run_1/congestion.png
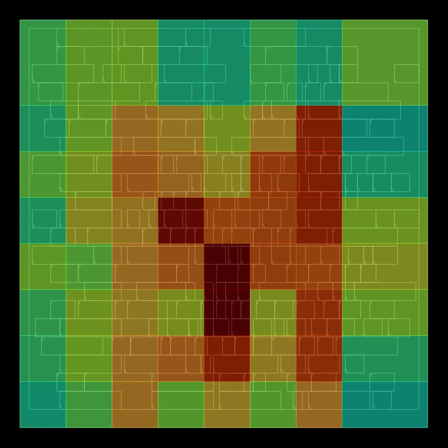
run_1/sizes.png
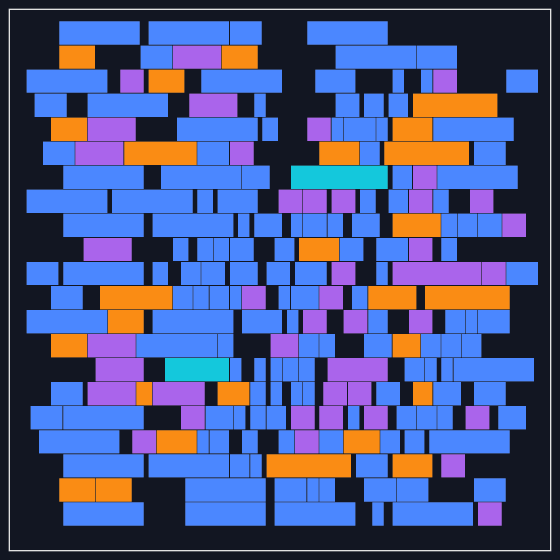
run_1/clk_routes.png
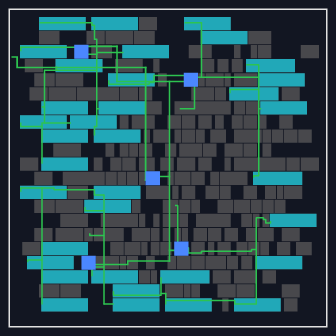
**config.mk**
```make
export PLATFORM = sky130hd
export DESIGN_NAME = hdlc_tx_framer
export DESIGN_NICKNAME = d
export VERILOG_FILES = /design/src/rtl/hdlc_tx_framer.sv
export SDC_FILE = /design/constraint.sdc
export NUM_CORES = 1
export LEC_CHECK = 0
export ABC_CLOCK_PERIOD_IN_PS = 2220
export CAP_MARGIN = 5
export CORE_UTILIZATION = 56
export CTS_CLUSTER_SIZE = 14
export DETAILED_ROUTE_END_ITERATION = 12
export PLACE_DENSITY = 0.82
export SYNTH_ARGS = -nofsm -noshare
export SYNTH_HDL_FRONTEND = slang
export SYNTH_SLANG_ARGS = --single-unit
```
**constraint.sdc**
```tcl
create_clock -name Clk -period 2.22 [get_ports Clk]
set_input_delay 0.444 -clock Clk [delete_from_list [all_inputs] [get_ports Clk]]
set_output_delay 0.444 -clock Clk [all_outputs]
set_load 0.005 [all_outputs]
```
**src/rtl/hdlc_tx_framer.sv**
```systemverilog
// hdlc_tx_framer: serial HDLC transmit framer (flag, zero-stuffed LSB-first payload, optional FCS, flag; idle and abort patterns).
// Latency: a byte accepted in IDLE puts the first opening-flag bit on Tx the next cycle; after that, one line bit per Clk.
// Backpressure: one-byte holding register; Tx_DataReady drops while it is full, and after the Last byte until the frame ends.
//
// Ports: Clk/Rst (async active-low); TxEN enable; Tx_Data/Tx_DataValid/Tx_DataLast/Tx_DataReady byte handshake;
//        Tx_AbortFrame abort request; Tx registered line; Tx_ValidFrame frame-active; Tx_Done/Tx_Aborted/Tx_Underrun pulses.
// Build option: define HDLC_TX_FCS_EN to add the CRC-16 (poly 8005) FCS between the payload and the closing flag.
module hdlc_tx_framer #(
  parameter logic [7:0] FLAG  = 8'h7E,
  parameter logic [7:0] ABORT = 8'hFE
) (
  input  logic       Clk,
  input  logic       Rst,
  input  logic       TxEN,
  input  logic [7:0] Tx_Data,
  input  logic       Tx_DataValid,
  input  logic       Tx_DataLast,
  output logic       Tx_DataReady,
  input  logic       Tx_AbortFrame,
  output logic       Tx,
  output logic       Tx_ValidFrame,
  output logic       Tx_Done,
  output logic       Tx_Aborted,
  output logic       Tx_Underrun
);

  // State names the section that the bit currently on Tx belongs to.
  typedef enum logic [2:0] {
    S_IDLE  = 3'd0,
    S_SFLAG = 3'd1,
    S_DATA  = 3'd2,
    S_FCS   = 3'd3,
    S_EFLAG = 3'd4,
    S_ABRT  = 3'd5
  } state_t;

  state_t      r_state, w_state_nxt;
  logic [3:0]  r_cnt, w_cnt_nxt;        // index of the bit on Tx within its section
  logic        r_tx, w_tx_nxt;
  logic [7:0]  r_byte, w_byte_nxt;      // byte being shifted out
  logic        r_cur_last, w_cur_last_nxt;
  logic [7:0]  r_hold, w_hold_nxt;
  logic        r_hold_vld, w_hold_vld_nxt;
  logic        r_hold_last, w_hold_last_nxt;
  logic        r_last_seen, w_last_seen_nxt;
  logic [2:0]  r_ones, w_ones_nxt;      // consecutive 1s driven in DATA/FCS
  logic        r_done, w_done_nxt;
  logic        r_aborted, w_aborted_nxt;
  logic        r_underrun, w_underrun_nxt;
  logic        r_alive;                 // keeps Tx_DataReady low while reset is held
`ifdef HDLC_TX_FCS_EN
  logic [15:0] r_crc, w_crc_nxt;
  logic        w_crc_upd;

  function automatic logic [15:0] crc_step(input logic [15:0] c, input logic d);
    logic fb;
    fb = d ^ c[15];
    return {c[14:0], 1'b0} ^ (fb ? 16'h8005 : 16'h0000);
  endfunction
`endif

  logic       w_xfer;
  logic       w_abort;
  logic       w_stuff;
  logic [2:0] w_idx;
  logic       w_bit;
  logic       w_bit_sent;

  assign Tx_DataReady = r_alive && TxEN && !r_hold_vld && !r_last_seen &&
                        (r_state == S_IDLE || r_state == S_SFLAG || r_state == S_DATA);
  assign w_xfer  = Tx_DataValid && Tx_DataReady;
  assign w_abort = Tx_AbortFrame || !TxEN;
  assign w_stuff = (r_ones == 3'd5);
  assign w_idx   = r_cnt[2:0] + 3'd1;

  assign Tx            = r_tx;
  assign Tx_ValidFrame = (r_state != S_IDLE);
  assign Tx_Done       = r_done;
  assign Tx_Aborted    = r_aborted;
  assign Tx_Underrun   = r_underrun;

  always_comb begin
    w_state_nxt     = r_state;
    w_cnt_nxt       = r_cnt;
    w_tx_nxt        = 1'b1;
    w_byte_nxt      = r_byte;
    w_cur_last_nxt  = r_cur_last;
    w_hold_nxt      = r_hold;
    w_hold_vld_nxt  = r_hold_vld;
    w_hold_last_nxt = r_hold_last;
    w_last_seen_nxt = r_last_seen;
    w_ones_nxt      = r_ones;
    w_done_nxt      = 1'b0;
    w_aborted_nxt   = 1'b0;
    w_underrun_nxt  = 1'b0;
    w_bit           = 1'b0;
    w_bit_sent      = 1'b0;
`ifdef HDLC_TX_FCS_EN
    w_crc_nxt       = r_crc;
    w_crc_upd       = 1'b0;
`endif

    if (w_xfer) begin
      w_hold_nxt      = Tx_Data;
      w_hold_vld_nxt  = 1'b1;
      w_hold_last_nxt = Tx_DataLast;
      if (Tx_DataLast) w_last_seen_nxt = 1'b1;
    end

    case (r_state)
      S_IDLE: begin
        if (w_xfer) begin
          w_state_nxt = S_SFLAG;
          w_cnt_nxt   = 4'd0;
          w_tx_nxt    = FLAG[0];
          w_ones_nxt  = 3'd0;
`ifdef HDLC_TX_FCS_EN
          w_crc_nxt   = 16'h0000;
`endif
        end
      end

      S_SFLAG: begin
        // Holding the stuff counter and CRC at zero here means DATA entry starts clean.
        w_ones_nxt = 3'd0;
`ifdef HDLC_TX_FCS_EN
        w_crc_nxt  = 16'h0000;
`endif
        if (w_abort) begin
          w_state_nxt = S_ABRT;
        end else if (r_cnt != 4'd7) begin
          w_cnt_nxt = r_cnt + 4'd1;
          w_tx_nxt  = FLAG[w_idx];
        end else begin
          w_state_nxt    = S_DATA;
          w_cnt_nxt      = 4'd0;
          w_byte_nxt     = r_hold;
          w_cur_last_nxt = r_hold_last;
          w_hold_vld_nxt = 1'b0;
          w_bit          = r_hold[0];
          w_bit_sent     = 1'b1;
        end
      end

      S_DATA: begin
        if (w_abort) begin
          w_state_nxt = S_ABRT;
        end else if (w_stuff) begin
          // Stuffed zero: the shifter holds, so r_cnt still names the last data bit sent.
          w_tx_nxt   = 1'b0;
          w_ones_nxt = 3'd0;
        end else if (r_cnt != 4'd7) begin
          w_cnt_nxt  = r_cnt + 4'd1;
          w_bit      = r_byte[w_idx];
          w_bit_sent = 1'b1;
        end else if (r_cur_last) begin
          w_cnt_nxt = 4'd0;
`ifdef HDLC_TX_FCS_EN
          w_state_nxt = S_FCS;
          w_bit       = r_crc[15];
          w_bit_sent  = 1'b1;
          w_crc_nxt   = {r_crc[14:0], 1'b0};
`else
          w_state_nxt = S_EFLAG;
          w_tx_nxt    = FLAG[0];
`endif
        end else if (r_hold_vld) begin
          w_cnt_nxt      = 4'd0;
          w_byte_nxt     = r_hold;
          w_cur_last_nxt = r_hold_last;
          w_hold_vld_nxt = 1'b0;
          w_bit          = r_hold[0];
          w_bit_sent     = 1'b1;
        end else begin
          w_state_nxt    = S_ABRT;
          w_underrun_nxt = 1'b1;
        end
      end

`ifdef HDLC_TX_FCS_EN
      S_FCS: begin
        if (w_abort) begin
          w_state_nxt = S_ABRT;
        end else if (w_stuff) begin
          w_tx_nxt   = 1'b0;
          w_ones_nxt = 3'd0;
        end else if (r_cnt != 4'd15) begin
          w_cnt_nxt  = r_cnt + 4'd1;
          w_bit      = r_crc[15];
          w_bit_sent = 1'b1;
          w_crc_nxt  = {r_crc[14:0], 1'b0};
        end else begin
          w_state_nxt = S_EFLAG;
          w_cnt_nxt   = 4'd0;
          w_tx_nxt    = FLAG[0];
        end
      end
`endif

      S_EFLAG: begin
        if (r_cnt != 4'd7) begin
          w_cnt_nxt = r_cnt + 4'd1;
          w_tx_nxt  = FLAG[w_idx];
        end else begin
          w_state_nxt     = S_IDLE;
          w_done_nxt      = 1'b1;
          w_last_seen_nxt = 1'b0;
        end
      end

      S_ABRT: begin
        if (r_cnt != 4'd7) begin
          w_cnt_nxt = r_cnt + 4'd1;
          w_tx_nxt  = ABORT[w_idx];
        end else begin
          w_state_nxt     = S_IDLE;
          w_aborted_nxt   = 1'b1;
          w_last_seen_nxt = 1'b0;
        end
      end

      default: begin
        w_state_nxt = S_IDLE;
      end
    endcase

    // Common entry into ABRT from any active state (abort request or underrun).
    if (r_state != S_ABRT && w_state_nxt == S_ABRT) begin
      w_cnt_nxt      = 4'd0;
      w_tx_nxt       = ABORT[0];
      w_hold_vld_nxt = 1'b0;
      w_ones_nxt     = 3'd0;
    end

    if (w_bit_sent) begin
      w_tx_nxt   = w_bit;
      w_ones_nxt = w_bit ? r_ones + 3'd1 : 3'd0;
`ifdef HDLC_TX_FCS_EN
      w_crc_upd  = (r_state == S_SFLAG) || (r_state == S_DATA && w_state_nxt == S_DATA);
`endif
    end

`ifdef HDLC_TX_FCS_EN
    if (w_crc_upd) w_crc_nxt = crc_step(r_crc, w_bit);
`endif
  end

  always_ff @(posedge Clk or negedge Rst) begin
    if (!Rst) begin
      r_state     <= S_IDLE;
      r_cnt       <= 4'd0;
      r_tx        <= 1'b1;
      r_byte      <= 8'h00;
      r_cur_last  <= 1'b0;
      r_hold      <= 8'h00;
      r_hold_vld  <= 1'b0;
      r_hold_last <= 1'b0;
      r_last_seen <= 1'b0;
      r_ones      <= 3'd0;
      r_done      <= 1'b0;
      r_aborted   <= 1'b0;
      r_underrun  <= 1'b0;
      r_alive     <= 1'b0;
`ifdef HDLC_TX_FCS_EN
      r_crc       <= 16'h0000;
`endif
    end else begin
      r_state     <= w_state_nxt;
      r_cnt       <= w_cnt_nxt;
      r_tx        <= w_tx_nxt;
      r_byte      <= w_byte_nxt;
      r_cur_last  <= w_cur_last_nxt;
      r_hold      <= w_hold_nxt;
      r_hold_vld  <= w_hold_vld_nxt;
      r_hold_last <= w_hold_last_nxt;
      r_last_seen <= w_last_seen_nxt;
      r_ones      <= w_ones_nxt;
      r_done      <= w_done_nxt;
      r_aborted   <= w_aborted_nxt;
      r_underrun  <= w_underrun_nxt;
      r_alive     <= 1'b1;
`ifdef HDLC_TX_FCS_EN
      r_crc       <= w_crc_nxt;
`endif
    end
  end

endmodule

```
==> flow_summary_export.csv, run 1 <==
group,metric,value,unit
run_status,status,"finished clean",
job,maxCapViolCount,0,
critical_path,r2r_cells,7,
worst_hold_path,hold_class,"register to register",
timing,fin_crit,2.17,ns
placement,place_congestion,0.902,
yosys,synthTopLogicFamily,"AND-OR/OR-AND gates",
timing,fin_crit_sh,0.977,
timing,drv_slew,0,
die,die_area,3730,sq um
critical_path,regToRegSetupSlack,0.10,ns
critical_path,worstSetupPathType,"register to primary output",
detailed_routing,route.met2.wl,2270,microns
detailed_routing,post-route-drc-count,0,
yosys,synth_flops,35,
yosys,synth_area,1960,sq um
critical_path,worst_r2r_startpoint,"r_cnt[1]",
yosys,synth-xor-area-share,0,
yosys,yosys.area_share.aoi,0.184,
detailed_routing,viasPerCell,6.16,
clocking,cts-buffers-inserted,5,
placement,dp_cells,249,
die,initial_core_util,0.586,
clocking,clk_pin_slew,0.12,ns
global_routing,overflow,0,
clocking,h-tree-depth,2,
critical_path,startpoint,"r_state[1]",
yosys,ff_type,"dfrtp_1",
finish,finalNonFillerCells,264,
placement,dpl_worst_slack,-0.0716,ns
die,rows,21,
detailed_routing,wl_per_cell,16.8,microns
critical_path,cp-start-kind,"register",
critical_path,critPathMaxFanout,8,
timing,hold_viol,0,
clocking,cts.root.buffer_cell,"clkbuf_4",
critical_path,crit_required,1.78,ns
finish,logic_area,1020,sq um
yosys,yosysUniqueCellTypes,52,
global_routing,grt_max_degree,36,
finish,drive_gt1_frac,0.321,
die,fp.dieH,61.1,microns
finish,final_nets,235,
yosys,async_flop_share,1.00,
global_routing,antenna_found_initial,0,
global_routing,grt_usage,0.274,
timing,fmax,461,MHz
About congestion.png:
met2 global-route usage: 0.464
fin util: 0.735
GRT met3 Usage: 0.0588

About sizes.png:
color	size	cells
blue	_0 and _1 cells	148
orange	_2 cells	26
cyan	_6 and larger	2
purple	_3 and _4 cells	42
final worst slack: 0.0515 ns
P&R area growth vs syn: 25.5%
Finished Cell Area: 2450 sq um
number of non-clock buffers: 45

About clk_routes.png:
[green] clock wires | length: 474 microns
[blue] clock drivers | count: 5
[cyan] flip-flops | count: 35
flops lie	spread over the die
routed clock nets	6
P_clk: 477 uW
Clk pwr share: 0.197
later-pin clock latency in the skew report: 0.35 ns

[run 1: kinds of logic (layout without fill, tap and decap cells)]
| group | after synthesis | count (layout) |
|---|---|---|
| compound gates | 45 | 45 |
| fa+ha+maj | 4 | 4 |
| buf+inv | 10 | 57 |
| flops | 35 | 35 |
| mux | 20 | 20 |
| other cells | 1 | 1 |
| simple gates | 56 | 56 |
[run 1: area by class of cell]
cell class	instances	area share
Clock buffer	5	0.0153
Clock inverter	3	0.0178
Inverter	4	0.00612
Multi-Input combinational cell	126	0.417
Sequential cell	35	0.359
Tap cell	46	0.0235
Timing Repair Buffer	45	0.162
[run 1: sequential cells by signal (all words and copies together) (netlist names), 3 cells and up]
register and flops:
r_hold 8, r_byte 8, r_ones 3, r_cnt 4
r_state 3
[run 1: report_power, final]
part	switching (uW)	leakage, uW	internal [uW]
clock network	240	0.0000452	237
logic	533	0.000591	503
registers	106	0.000455	807
total	880	0.00109	1550
[run 1: what timing repair did]
action	4_1_cts	5_1_grt
setup endpoints to repair	2	3
hold endpoints to repair	0	0
buffers inserted	0	7
resized	3	2
[run 1: cells in the mapped netlist, types with 2 or more instances]
master    instances  share of area
dfrtp_1          34           0.44
nand2_1          15          0.029
a21oi_1          12          0.031
mux2_2            9          0.052
mux2_4            8          0.061
nor2_1            6          0.012
nor2b_1           6          0.019
o21ai_0           6          0.015
a31oi_1           5          0.016
ha_1              4          0.026
inv_1             4         0.0077
nand2b_1          4          0.013
nand3_1           4          0.010
and3_1            3         0.0096
nand4_1           3         0.0096
a21o_1            2         0.0077
a311o_1           2          0.010
a32oi_1           2         0.0090
and3b_1           2         0.0090
buf_4             2         0.0077
buf_6             2          0.012
mux4_2            2          0.023
nand3b_1          2         0.0077
nor4_1            2         0.0064
o211ai_1          2         0.0077
o31ai_2           2          0.013
[run 1: through the flow]
stage | util | hold WS (ns) | area [sq um] | power, uW
finish | 0.735 | 0.455 | 2450 | 2430
global route | 0.735 | 0.482 | 2450 | 2560
CTS | 0.717 | 0.504 | 2390 | 2380
detailed placement | 0.693 | 0.492 | 2310 | 1910
global placement | 0.693 | 0.485 | 2310 | 1860
floorplan | - | 0.148 | 1960 | 1580
[run 1: critical path, cell delays in order, from the launching register on]
cell             delay [ns]
dfrtp_2                0.48
or3_1                  0.42
clkdlybuf4s50_1        0.47
[run 1: worst min path at each step]
stage | from | depth (start not counted) | to | slack, ns
global placement | r_hold[4] | 1 | r_byte[4] | 0.49
global route | r_state[0] | 1 | Tx_Done | 0.48
floorplan | Rst | 0 | Tx_Aborted | 0.15
CTS | Rst | 2 | r_byte[7] | 0.50
detailed placement | r_byte[0] | 1 | r_byte[0] | 0.49
finish | r_state[0] | 1 | Tx_Done | 0.45
[run 1: layer usage]
layer	GRT usage	up-vias
li1	-	738
met1	0.344	802
met2	0.464	69
met3	0.0588	16
met4	0.104	0
met5	0	-
[run 1: placed cells by master (no fill, tap or decap), types with 5 or more instances in the layout]
master and count:
a21oi_1 12, a31oi_1 5, buf_4 25, clkbuf_4 5
clkdlybuf4s50_1 18, dfrtp_1 31, mux2_2 9, mux2_4 8
nand2_1 15, nor2_1 6, nor2b_1 6, o21ai_0 6
==> inputs of run 2 (changes only) <==
==> config.mk (replaced) <==
export PLATFORM = sky130hd
export DESIGN_NAME = hdlc_tx_framer
export DESIGN_NICKNAME = d
export VERILOG_FILES = /design/src/rtl/hdlc_tx_framer.sv
export SDC_FILE = /design/constraint.sdc
export NUM_CORES = 1
export LEC_CHECK = 0
export ABC_CLOCK_PERIOD_IN_PS = 2800
export CAP_MARGIN = 5
export CORE_UTILIZATION = 60
export CTS_CLUSTER_SIZE = 14
export DETAILED_ROUTE_END_ITERATION = 12
export HOLD_SLACK_MARGIN = 0.12
export PLACE_DENSITY = 0.87
export SYNTH_ARGS = -nofsm -noshare
export SYNTH_HDL_FRONTEND = slang
export SYNTH_SLANG_ARGS = --single-unit
==> constraint.sdc (replaced) <==
create_clock -name Clk -period 2.8 [get_ports Clk]
set_input_delay 0.56 -clock Clk [delete_from_list [all_inputs] [get_ports Clk]]
set_output_delay 0.56 -clock Clk [all_outputs]
set_load 0.005 [all_outputs]
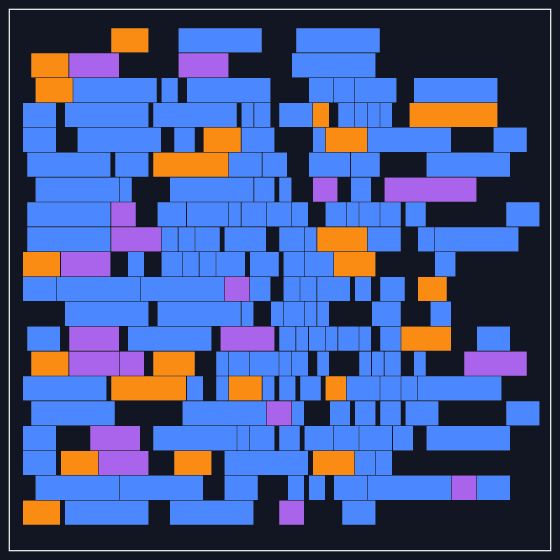
run_2/sizes.png
color	size	cells	most used
purple	_3 and _4 cells	18	mux2_4
blue	_0 and _1 cells	153	dfrtp_1
orange	_2 cells	22	mux2_2
number of non-clock buffers: 20
final worst slack: 0.170 ns

==> run 2 against run 1 <==
Compared with the run above:
- non-clock buffer count fell by 25
- count of clock-buffer cells in the layout rose by 1
- area after synthesis is the same
- sequential share of layout area up 3.7 points
- core utilization down 1.6 points
- worst hold slack better by 0.058 ns
- final cell count shrank 10%
- sequential cell count did not move
==> flow_summary_export.csv, run 2 <==
group,metric,value,unit
timing,fin_crit,2.63,ns
finish,syn_to_final_growth,13.2,%
run_status,status,"finished clean",
job,maxCapViolCount,0,
detailed_routing,post-route-drc-count,0,
clocking,h-tree-depth,2,
yosys,yosysUniqueCellTypes,52,
yosys,topCellsByArea,"dfrtp_1, mux2_4, mux2_2",
critical_path,crit_required,2.24,ns
die,rows,20,
critical_path,crit_buf_inv,2,
timing,fin_crit_sh,0.939,
yosys,synth_flops,35,
clocking,cts.root.buffer_cell,"clkbuf_4",
detailed_routing,wl_per_cell,17.4,microns
timing,drv_slew,0,
yosys,async_flop_share,1.00,
global_routing,grt_usage,0.277,
critical_path,cp_cell_sequence,"clkdlybuf4s50_1 -> and4bb_2 -> and3b_1 -> clkdlybuf4s50_1",
global_routing,overflow,0,
finish,fin_area,2210,sq um
clocking,cts_setup_buffers,0,
worst_hold_path,hold_class,"register to register",
clocking,cts-buffers-inserted,5,
timing,hold_viol,0,
==> run 2: layout make-up <==
cell class	count	area [sq um]	share of cell area
Tap cell	44	55.1	0.0249
Clock inverter	2	12.5	0.00565
Clock buffer	6	41.3	0.0186
Timing Repair Buffer	20	198	0.0893
Sequential cell	35	877	0.396
Inverter	4	15.0	0.00678
Multi-Input combinational cell	126	1020	0.459
==> run 2: report_power, final <==
part / internal (uW) / switching [uW]
Combinational: 301 / 327
Sequential: 637 / 152
Clock: 96.8 / 170
==> run 2: stage by stage <==
stage                      util  setup slack [ns]  power (uW)  instances
final                     0.720             0.170        1680        237
after global routing      0.720             0.127        1790        237
after CTS                 0.720             0.167        1680        237
after detailed placement  0.702             0.167        1420        229
after global placement    0.702             0.243        1370        229
after floorplan               -             0.889        1260        171
==> run 2: path summary, 6_finish.rpt <==
path                                 from  slack (ns)            to  depth (start not counted)
worst max register to register   r_cnt[0]        0.51     r_ones[0]                          6
worst min register to register  r_hold[1]        0.51     r_byte[1]                          1
max in group asynchronous             Rst        1.85            Tx                          2
worst max-delay path                 TxEN        0.17  Tx_DataReady                          4
worst min-delay path            r_hold[1]        0.51     r_byte[1]                          1
min in group asynchronous             Rst        0.62    Tx_Aborted                          2
==> run 2: cells by family after synthesis <==
group | Yosys count | share of synthesized area
other cells | 1 | 0.00192
mux | 20 | 0.141
flops | 35 | 0.449
simple gates | 56 | 0.167
buf+inv | 10 | 0.0320
compound gates | 45 | 0.184
fa+ha+maj | 4 | 0.0256
==> run 2: routing by layer <==
metal | global-route usage | vias up
met5 | 0 | -
met4 | 0.190 | 0
met3 | 0.0524 | 20
met2 | 0.451 | 78
met1 | 0.331 | 719
li1 | - | 689
Power and IR drop assume default switching activity.
